### src/rtl/uart_tx_arbiter.sv
// Round-robin arbiter sharing one uart_fifoed_send channel between NREQ byte-stream requesters.
// Packets stay atomic on the wire, with an optional tag byte, almost-full throttling and a stall timeout.
module uart_tx_arbiter #(
  parameter int          NREQ     = 4,
  parameter bit          TAG_EN   = 1'b1,
  parameter logic [7:0]  TAG_BASE = 8'hF0,
  parameter int          TIMEOUT  = 1000
) (
  input  logic              clk_100MHz,
  input  logic              reset,
  input  logic [NREQ-1:0]   req_valid,
  input  logic [8*NREQ-1:0] req_data,
  input  logic [NREQ-1:0]   req_last,
  output logic [NREQ-1:0]   req_ready,
  input  logic              fifo_afull,
  output logic              dat_en,
  output logic [7:0]        dat,
  output logic              grant_valid,
  output logic [2:0]        grant_id,
  output logic              timeout_pulse
);

  localparam int IW = $clog2(NREQ);
  localparam int CW = $clog2(TIMEOUT + 1);

  typedef enum logic [1:0] {IDLE, TAG, DATA} state_t;

  state_t          state_q, state_d;
  logic            dat_en_q, dat_en_d;
  logic [7:0]      dat_q, dat_d;
  logic            grant_valid_q, grant_valid_d;
  logic [2:0]      grant_id_q, grant_id_d;
  logic            timeout_pulse_q, timeout_pulse_d;
  logic [IW-1:0]   last_grant_q, last_grant_d;
  logic [CW-1:0]   stall_cnt_q, stall_cnt_d;

  logic [IW-1:0]   gidx;
  logic            cur_valid, cur_last, xfer, stall;
  logic [7:0]      cur_data;
  logic            sel_found;
  logic [IW-1:0]   sel_id;
  logic [IW-1:0]   idx;

  assign gidx      = grant_id_q[IW-1:0];
  assign cur_valid = req_valid[gidx];
  assign cur_last  = req_last[gidx];
  assign cur_data  = req_data[{gidx, 3'b000} +: 8];
  assign xfer      = (state_q == DATA) && cur_valid && !fifo_afull;
  assign stall     = (state_q == DATA) && !cur_valid && !fifo_afull;

  always_comb begin
    req_ready       = '0;
    req_ready[gidx] = xfer;
  end

  // Search starts just after the previous winner so a finishing requester yields to any other pending one.
  always_comb begin
    sel_found = 1'b0;
    sel_id    = '0;
    idx       = '0;
    for (int k = 1; k <= NREQ; k++) begin
      idx = IW'((int'(last_grant_q) + k) % NREQ);
      if (!sel_found && req_valid[idx]) begin
        sel_found = 1'b1;
        sel_id    = idx;
      end
    end
  end

  always_comb begin
    state_d         = state_q;
    dat_en_d        = 1'b0;
    dat_d           = dat_q;
    grant_valid_d   = grant_valid_q;
    grant_id_d      = grant_id_q;
    timeout_pulse_d = 1'b0;
    last_grant_d    = last_grant_q;
    stall_cnt_d     = stall_cnt_q;
    case (state_q)
      IDLE: begin
        stall_cnt_d = '0;
        if (sel_found) begin
          grant_valid_d = 1'b1;
          grant_id_d    = 3'(sel_id);
          last_grant_d  = sel_id;
          state_d       = TAG_EN ? TAG : DATA;
        end
      end
      TAG: begin
        if (!fifo_afull) begin
          dat_en_d = 1'b1;
          dat_d    = TAG_BASE + 8'(grant_id_q);
          state_d  = DATA;
        end
      end
      DATA: begin
        if (xfer) begin
          dat_en_d    = 1'b1;
          dat_d       = cur_data;
          stall_cnt_d = '0;
          if (cur_last) begin
            grant_valid_d = 1'b0;
            state_d       = IDLE;
          end
        end else if (stall) begin
          // Only requester-side stalls count; afull waits are the sender's fault, not the requester's.
          if (stall_cnt_q == CW'(TIMEOUT - 1)) begin
            grant_valid_d   = 1'b0;
            timeout_pulse_d = 1'b1;
            stall_cnt_d     = '0;
            state_d         = IDLE;
          end else begin
            stall_cnt_d = stall_cnt_q + 1'b1;
          end
        end
      end
      default: state_d = IDLE;
    endcase
  end

  always_ff @(posedge clk_100MHz or negedge reset) begin
    if (!reset) begin
      state_q         <= IDLE;
      dat_en_q        <= 1'b0;
      dat_q           <= 8'h00;
      grant_valid_q   <= 1'b0;
      grant_id_q      <= 3'd0;
      timeout_pulse_q <= 1'b0;
      last_grant_q    <= IW'(NREQ - 1);
      stall_cnt_q     <= '0;
    end else begin
      state_q         <= state_d;
      dat_en_q        <= dat_en_d;
      dat_q           <= dat_d;
      grant_valid_q   <= grant_valid_d;
      grant_id_q      <= grant_id_d;
      timeout_pulse_q <= timeout_pulse_d;
      last_grant_q    <= last_grant_d;
      stall_cnt_q     <= stall_cnt_d;
    end
  end

  assign dat_en        = dat_en_q;
  assign dat           = dat_q;
  assign grant_valid   = grant_valid_q;
  assign grant_id      = grant_id_q;
  assign timeout_pulse = timeout_pulse_q;

endmodule

### config.mk
export PLATFORM = sky130hd
export DESIGN_NAME = uart_tx_arbiter
export DESIGN_NICKNAME = d
export VERILOG_FILES = /design/src/rtl/uart_tx_arbiter.sv
export SDC_FILE = /design/constraint.sdc
export NUM_CORES = 1
export LEC_CHECK = 0
export CAP_MARGIN = 10
export CORE_ASPECT_RATIO = 0.6
export CORE_MARGIN = 2
export CORE_UTILIZATION = 35
export CTS_BUF_LIST = sky130_fd_sc_hd__clkbuf_16
export DETAILED_ROUTE_END_ITERATION = 16
export GPL_ROUTABILITY_DRIVEN = 0
export SLEW_MARGIN = 20
export SYNTH_ARGS = -nofsm -noshare
export SYNTH_HDL_FRONTEND = slang
export SYNTH_SLANG_ARGS = --single-unit
### constraint.sdc
create_clock -name clk_100MHz -period 2.7 [get_ports clk_100MHz]
set_clock_uncertainty 0.2 [all_clocks]
set_input_delay 0.675 -clock clk_100MHz [delete_from_list [all_inputs] [get_ports clk_100MHz]]
set_output_delay 0.675 -clock clk_100MHz [all_outputs]
set_load 0.005 [all_outputs]
==> deck_impl_summary.md, run 1 <==
Flow Results at a Glance

Layout
  – Fin cells: ~310
  – Final nets: 296
  – Fill count: 422
  – Seq. cell area: around 680 µm²

CTS
  – CTS Buf Count: 3
  – Clock-pin slew on the worst setup and hold paths: about 70 ps
  – Clock insertion delay at the later pin of the skew report: roughly 260 ps
  – Clock buffer depth: 2
  – Htree depth: 1

Detailed routing
  – Drt first pass iters: 4
  – Vias post-DR: about 1.6k
  – DR vias/cell: between 5 and 6

STA
  – Final WS setup: 153 ps
  – RSZ-0062 raised after global routing: no
  – Final setup TNS: 0 ps

Outcome
  – Outcome: completed

GRT
  – Number of global-route vias before repair: roughly 1.6k
  – Tot GR Track Use: between 10% and 20%
  – Largest net degree at the start of global routing: 28
  – Initial antenna violation count: 0

Floorplan
  – Floorplan core density: around 37%
  – Die area: between 0.005 and 0.006 mm²
  – Die width: ~96 µm

Synth
  – Area reported by Yosys stat: about 0.0018 mm²
  – Area leader share: 35.3%
  – Registers, synthesis: 27
  – Synthesized Nets: between 200 and 250
  – Synth area leader: dfrtp_1
  – Post-Syn Area per Cell: ~10 µm²

Flow run
  – Max Cap Viol: 0
  – Tool warnings: 30

Placed design
  – Placed cells: ~300
  – HPWL after detailed placement: between 3 and 4 mm
  – Port-buffer cells: ~59

Worst setup path
  – Crit-path slowest cell: clkdlybuf4s50_1
  – Startpoint Class: primary input

Power and ir drop
  – Internal power: 1.53 mW
  – Lkg Pwr: between 1 and 1.5 nW
  – Pwr dens: a little over 900 mW/mm²
  – Comb pwr share: approximately three fifths
  – Seq pwr share: between 20% and 30%
[run 1: metal layers]
| metal | part of all wire (%) | track usage [%] | vias to the layer above |
|---|---|---|---|
| met5 | 0 | 0 | - |
| met4 | 0.60 | 2.45 | 0 |
| met3 | 5.6 | 4.58 | 4 |
| met2 | 44 | 28.4 | 36 |
| met1 | 49 | 25.0 | 778 |
| li1 | - | - | 760 |
[run 1: layout by cell type (no fill, tap or decap), types with 5 or more instances in the layout]
| master | instances |
|---|---|
| buf_4 | 22 |
| nand3_1 | 5 |
| a21oi_1 | 5 |
| ha_1 | 5 |
| clkdlybuf4s50_1 | 53 |
| nand2_1 | 21 |
| nor2_1 | 14 |
| mux4_1 | 6 |
| dfrtp_1 | 25 |
| nor2b_1 | 5 |
| o21ai_0 | 5 |
| dlygate4sd2_1 | 5 |
[run 1: area by class of cell]
class	count	area share, %
multi-input cells	128	38.9
inverters	5	0.703
flip-flops and latches	27	25.4
clock buffers	3	2.81
repair buffers	82	28.9
well taps	63	2.95
clock inverters	1	0.281
[run 1: logic make-up after synthesis]
family	Yosys count	share of synthesized area [%]
other cells	1	0.212
flops	27	38.3
fa+ha+maj	6	4.24
mux	15	16.0
simple gates	67	19.1
compound gates	31	13.8
buf+inv	15	4.31
xor+xnor	8	3.95
[run 1: state kept, by name, indices dropped and copies added, names as in the netlist]
name           flops
grant_valid        1
dat                8
last_grant_q       2
dat_en             1
stall_cnt_q       10
grant_id           2
state_q            2
timeout_pulse      1
[run 1: cell usage after synthesis (all sizes together) (3+ instances only)]
library cell / instances
nor2: 14
o21ai: 13
a21oi: 5
nand2: 22
mux2: 3
dfrtp: 25
nor2b: 7
nand2b: 4
xor2: 4
nand3: 5
mux2i: 4
clkbuf: 5
nor3: 4
buf: 5
a21o: 4
xnor2: 4
inv: 5
mux4: 8
ha: 6
[run 1: final timing paths]
path                               from              end  cells past startpoint
setup reg to reg             state_q[1]   stall_cnt_q[9]                      8
max in group asynchronous         reset  last_grant_q[0]                      2
hold reg to reg                  dat[0]           dat[0]                      1
hold / removal                   dat[0]           dat[0]                      1
setup / recovery           req_valid[0]     req_ready[0]                      3
min in group asynchronous         reset           dat[4]                      2
[run 1: power by group through the flow]
stage	Combinational, mW	Clock, mW	Sequential (mW)
after floorplan	0.904	0	0.604
after global placement	1.38	0	0.643
after detailed placement	1.42	0	0.650
after CTS	1.46	0.357	0.642
after global routing	1.59	0.371	0.657
final	1.45	0.352	0.641
[run 1: timing repair]
item | in CTS | in global routing
endpoints found under the setup margin | 4 | 1
resized | 10 | 1
setup buffers | 1 | 1
run_1/sizes.png
Scale: 4 px per µm.
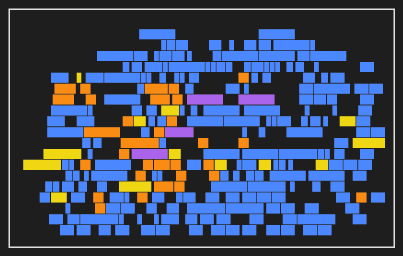
colour	size	cells	share	most used
blue	_0 and _1 cells	198	80%	clkdlybuf4s50_1
purple	_6 and larger	4	1.6%	clkbuf_16
yellow	_2 cells	13	5.3%	o21ai_2
orange	_3 and _4 cells	31	13%	buf_4

run_1/layer_met1.png
Scale: 6 px per µm.
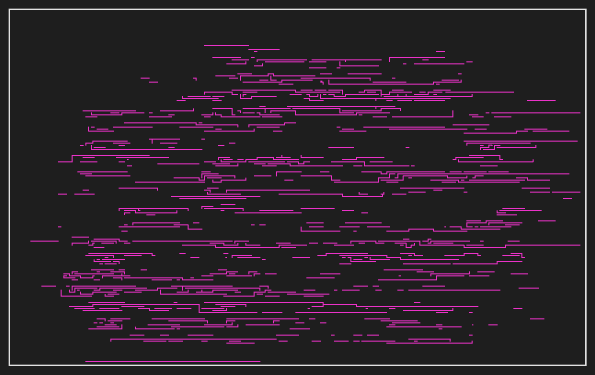
wire length on this layer	2320 µm
longest straight run	29.0 µm
share of all routed wire	49%

run_1/detail.png
Region (11, 32) to (36, 57) µm. Cells in grey, sequential cells in the stronger grey; small squares are vias.
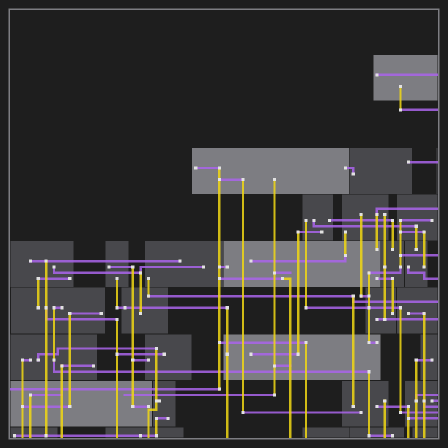
colour	layer
yellow	metal 2
purple	metal 1
netlist names of flops here include	stall_cnt_q (2)
cells with their middle in the window	21
most frequent	dfrtp_1 (4), ha_1 (3)
sequential cells in the window	4

run_1/placement_by_type.png
Scale: 4 px per µm.
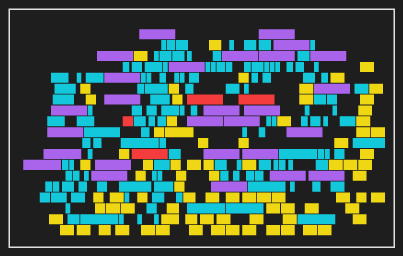
colour	class	cells
red	clock drivers and dummy loads	4
cyan	combinational and other logic	133
purple	sequential cells	27
yellow	remaining buffers and delay cells	82

==> run 2, diff against run 1 <==
--- a/config.mk
+++ b/config.mk
@@ -17,2 +17,3 @@
 export SYNTH_HDL_FRONTEND = slang
 export SYNTH_SLANG_ARGS = --single-unit
+export TNS_END_PERCENT = 50
==> constraint.sdc (replaced) <==
create_clock -name clk_100MHz -period 2.7 [get_ports clk_100MHz]
set_clock_uncertainty 0.2 [all_clocks]
set_input_delay 0.54 -clock clk_100MHz [delete_from_list [all_inputs] [get_ports clk_100MHz]]
set_output_delay 0.54 -clock clk_100MHz [all_outputs]
set_load 0.005 [all_outputs]
==> run 2 against run 1 <==
  * Sequential power is 2% higher
  * Synthesized cell count is the same
  * Sequential share of layout area increased by 0.62 points
  * Utilization shrank 1.3 points
  * Final area down 2.4%
  * Non-clock buffer count shrank 7
  * Worst setup slack got worse by 67 ps
  * Critical endpoint is now req_ready[2]
  * Largest power group unchanged
  * Wire length down 3.1%
  * Total power down 6.0%
  * First-iteration DRC count is 25% higher
  * Maximum frequency shrank 2.6%
  * Critical path depth is 1 higher
==> deck_impl_summary.md, run 2 <==
Flow Results at a Glance

STA
  – Final setup TNS: 0 ps (unchanged)
  – RSZ-0062 raised after global routing: no

GRT
  – Number of global-route vias before repair: 1460 (-5.8%)
  – Largest net degree at the start of global routing: 28 (unchanged)
  – Initial antenna violation count: 0 (unchanged)
  – Tot GR Track Use: 17.1% (-0.64 points)

Synth
  – Post-synth top cells: 25 x dfrtp_1, 21 x nand2_1, 14 x nor2_1
  – Area reported by Yosys stat: 0.00177 mm² (unchanged)
  – Registers, synthesis: 27 (unchanged)
  – Most frequent cell after synthesis: dfrtp_1
  – Area leader share: 35.3% (unchanged)
  – Synthesized Nets: 219 (unchanged)
  – Synth area leader: dfrtp_1

Power and ir drop
  – Pwr dens: 881 mW/mm² (-3.7%)
  – Comb pwr share: 56.6% (-2.8 points)
  – Lkg Pwr: 1.13 nW (-5.3%)
  – Seq pwr share: 28.4% (+2.2 points)

Detailed routing
  – Drt first pass iters: 4 (unchanged)
  – Vias post-DR: 1524 (-3.4%)

Layout
  – Final nets: 289 (-2.4%)
  – Dominant logic cell type in the layout: clkdlybuf4s50_1
  – Max reg flops: 10 (unchanged)
  – Most frequent cells in the layout: 57 x clkdlybuf4s50_1, 25 x dfrtp_1, 21 x nand2_1, 16 x buf_4, 14 x nor2_1

CTS
  – Clock-pin slew on the worst setup and hold paths: 70 ps (about the same)
  – CTS Buf Count: 3 (unchanged)
  – Htree depth: 1 (unchanged)
  – Number of setup buffers added after CTS: 0 (-1)

Placed design
  – Placed cells: 298 (-1.7%)
  – Port-buffer cells: 59 (unchanged)
  – HPWL after detailed placement: 3.62 mm (-4.1%)

Floorplan
  – Floorplan core density: 37.5% (unchanged)

Worst setup path
  – Crit-path slowest cell: clkdlybuf4s50_1
  – Startpoint Class: primary input

Flow run
  – Max Cap Viol: 0 (unchanged)
  – Tool warnings: 30 (unchanged)

Outcome
  – Outcome: completed
run 2: final cells by class:
class                   instances  area, µm²
inverters                       5       18.8
fillers                       418       2120
clock inverters                 1       7.51
repair buffers                 75        708
clock buffers                   3       75.1
flip-flops and latches         27        678
multi-input cells             128       1040
well taps                      63       78.8
run 2: final timing paths:
path | from | slack [ps] | cells after the start | to
max | fifo_afull | 90 | 4 | req_ready[2]
min | dat[4] | 290 | 2 | dat[4]
max reg2reg | grant_id[0] | 490 | 6 | dat[7]
min reg2reg | dat[4] | 290 | 2 | dat[4]
max in group asynchronous | reset | 1530 | 2 | last_grant_q[0]
min in group asynchronous | reset | 470 | 2 | dat[4]
run 2: kinds of logic (layout without fill, tap and decap cells):
kind of cell | Yosys count | count (layout) | share of synthesized area [%]
simple gates | 67 | 67 | 19.1
flops | 27 | 27 | 38.3
buf+inv | 15 | 84 | 4.31
compound gates | 31 | 31 | 13.8
xor+xnor | 8 | 8 | 3.95
other cells | 1 | 1 | 0.212
fa+ha+maj | 6 | 6 | 4.24
mux | 15 | 15 | 16.0
run 2: layer usage:
| metal | up-vias | global-route usage [%] | wire length, µm |
|---|---|---|---|
| met5 | - | 0 | 0 |
| met4 | 0 | 3.27 | 37 |
| met3 | 5 | 4.58 | 268 |
| met2 | 37 | 25.7 | 1900 |
| met1 | 742 | 25.0 | 2340 |
| li1 | 740 | - | - |
run 2: timing repair:
item                       in CTS  in global routing
resized                         5                  2
setup endpoints to repair       3                  1
hold buffers                    0                  0
run 2: worst min-delay path, delay by kind of cell, from the launching register on:
family           cells  cell delay (ps)
AND-OR/OR-AND        1               50
AND/OR/NAND/NOR      1               60
flip-flops           1              350
run 2: metrics by stage:
step	hold WS [ps]	instance area, µm²	setup slack, ps	total power, mW
after global placement	263	2500	-69.6	1.92
after detailed placement	275	2500	-56.8	1.95
after floorplan	44.4	1770	662	1.51
after global routing	316	2610	11.0	2.46
after CTS	291	2590	37.9	2.30
final	289	2610	86.2	2.30
run 2: power groups by stage:
stage	combinational [mW]	clock [mW]	sequential, mW
6_report	1.30	0.346	0.651
3_3_place_gp	1.27	0	0.648
3_5_place_dp	1.29	0	0.656
4_1_cts	1.30	0.354	0.650
2_1_floorplan	0.904	0	0.604
5_1_grt	1.42	0.372	0.669
run_2/sizes.png
Scale: 4 px per µm.
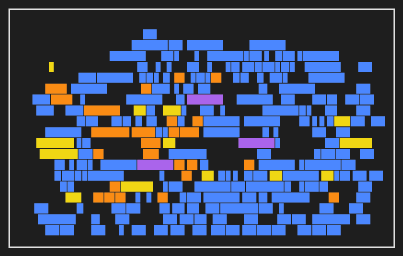
colour	size	cells	share	most used
yellow	_2 cells	13	5.4%	o21ai_2
blue	_0 and _1 cells	198	83%	clkdlybuf4s50_1
orange	_3 and _4 cells	25	10%	buf_4
purple	_6 and larger	3	1.3%	clkbuf_16

run_2/detail.png
Region (11, 32) to (36, 57) µm. Cells in grey, sequential cells in the stronger grey; small squares are vias.
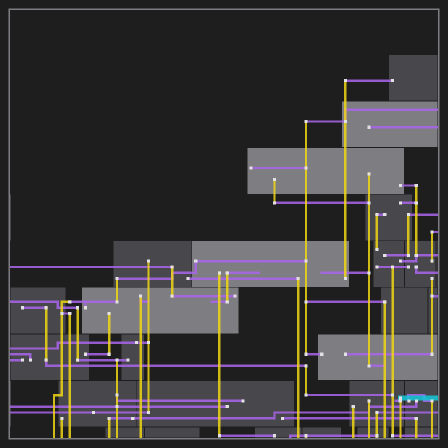
colour	layer
yellow	metal 2
cyan	metal 3
purple	metal 1
sequential cells in the window	5
most frequent	dfrtp_1 (5), mux2_4 (2), ha_1 (2)
cells with their middle in the window	18
netlist names of flops here include	stall_cnt_q (3)

==> run 3, diff against run 2 <==
- CORE_UTILIZATION: 35 -> 45
- PLACE_DENSITY: unset -> 0.8
==> run 3 against run 2 <==
  * The run now ends with setup timing left
  * Area after synthesis did not move
  * Via count rose by 0.72%
  * Highest routed layer unchanged
  * Wire length rose by 0.35%
  * Count of clock-buffer cells in the layout did not move
==> deck_impl_summary.md, run 3 <==
Flow Results at a Glance

Outcome
  – Failing checks: setup timing
  – Outcome: finished, violations left

STA
  – Final WS setup: -21.2 ps (-107 ps)
  – Final setup TNS: -21.2 ps (-21.2 ps)
  – Final tally of setup violations: 1

Synth
  – Registers, synthesis: 27 (unchanged)
  – Area leader share: 35.3% (unchanged)
  – Area reported by Yosys stat: 0.00177 mm² (unchanged)

Worst setup path
  – Crit-path slowest cell: clkdlybuf4s50_1

Detailed routing
  – Uppermost layer routed: met4
  – Metal3 WL: 265 µm (-1.1%)
  – Vias post-DR: 1535 (+0.72%)
  – M1 WL: 2.26 mm (-3.5%)

Layout
  – Dominant logic cell type in the layout: clkdlybuf4s50_1
  – Most frequent cells in the layout: 57 x clkdlybuf4s50_1, 25 x dfrtp_1, 21 x nand2_1, 15 x buf_4, 14 x nor2_1
  – Seq. cell area: 678 µm² (unchanged)
  – Max reg flops: 10 (unchanged)

Power and ir drop
  – Pwr dens: 893 mW/mm² (+1.4%)
  – Lkg Pwr: 1.14 nW (+0.57%)

CTS
  – Hold Buf Count CTS: 0 (unchanged)

Placed design
  – Placed inst area: 0.00247 mm² (-1.4%)
  – Port-buffer cells: 59 (unchanged)
  – HPWL after detailed placement: 3.45 mm (-4.7%)

GRT
  – Number of global-route vias before repair: 1466 (+0.41%)
  – Tot GR Track Use: 21.8% (+4.7 points)
run 3: cell types whose count changed in the layout (fill, tap and decap cells not counted), sizes merged:
cell,previous run,this run
dlygate4sd2,2,1
dlymetal6s2s,0,1
inv,5,6
buf,16,15
clkinvlp,1,0
run 3: where the power goes:
group | switching [mW] | leakage, nW | total (mW) | internal, mW
Sequential | 0.114 | 0.343 | 0.649 | 0.535
Clock | 0.130 | 0.0423 | 0.328 | 0.198
Combinational | 0.623 | 0.753 | 1.33 | 0.702
run 3: final timing paths:
| path | startpoint | endpoint |
|---|---|---|
| setup reg to reg | grant_id[0] | dat[7] |
| hold / removal | dat[5] | dat[5] |
| min in group asynchronous | reset | dat[0] |
| hold reg to reg | dat[5] | dat[5] |
| max in group asynchronous | reset | last_grant_q[0] |
| setup / recovery | fifo_afull | req_ready[0] |
run 3: cell families (layout without fill, tap and decap cells):
kind of cell	Yosys count	in the layout	share of synthesized area, %
compound gates	31	31	13.8
xor+xnor	8	8	3.95
fa+ha+maj	6	6	4.24
buf+inv	15	83	4.31
flops	27	27	38.3
mux	15	15	16.0
other cells	1	1	0.212
simple gates	67	67	19.1
run 3: repair_timing:
action,CTS,global route
buffers inserted,1,0
resized,5,3
setup endpoints to repair,4,2
run 3: layout make-up:
type	instances	area share [%]
Timing Repair Buffer	74	27.3
Clock inverter	1	0.146
Tap cell	47	2.28
Multi-Input combinational cell	128	40.3
Clock buffer	3	2.91
Inverter	5	0.728
Sequential cell	27	26.3
run 3: through the flow:
stage                     std cells  util (%)  setup slack, ps  power [mW]  hold WS (ps)
after global routing            285      69.2            -74.6        2.48           310
after detailed placement        280      66.3             -231        1.95           273
after CTS                       285      68.9             34.8        2.31           287
after floorplan                 170         -              662        1.51          44.4
final                           285      69.2            -21.2        2.30           282
after global placement          280      66.3             -196        1.92           263
run 3: tightest hold or removal path: cells and delay by family (launching register included):
family	cells	cell delay [ps]
compound gates	1	50
flops	1	340
simple gates	1	60
run 3: routing by layer:
metal / vias to the layer above / track usage, %
met3: 6 / 5.83
met5: - / 0
met4: 0 / 5.29
met1: 740 / 31.7
li1: 742 / -
met2: 47 / 32.2
run_3/layer_met1.png
Scale: 8 px per µm.
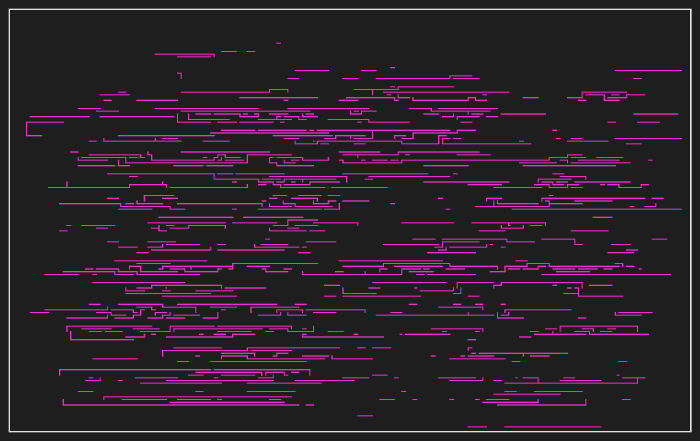
longest straight run	29.4 µm
nets with wire on the layer	251

run_3/sizes.png
Scale: 6 px per µm.
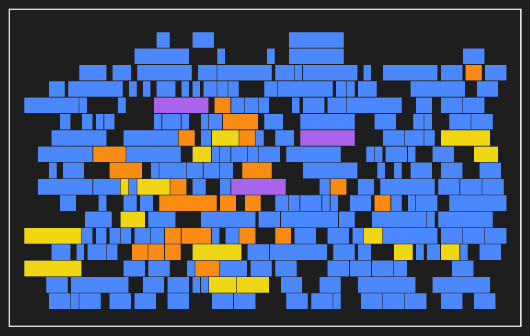
colour	size	cells	share	most used
blue	_0 and _1 cells	198	83%	clkdlybuf4s50_1
yellow	_2 cells	15	6.3%	o21ai_2
purple	_6 and larger	3	1.3%	clkbuf_16
orange	_3 and _4 cells	22	9.2%	buf_4

Power figures rest on the tool's default switching activity, not on a simulated workload.
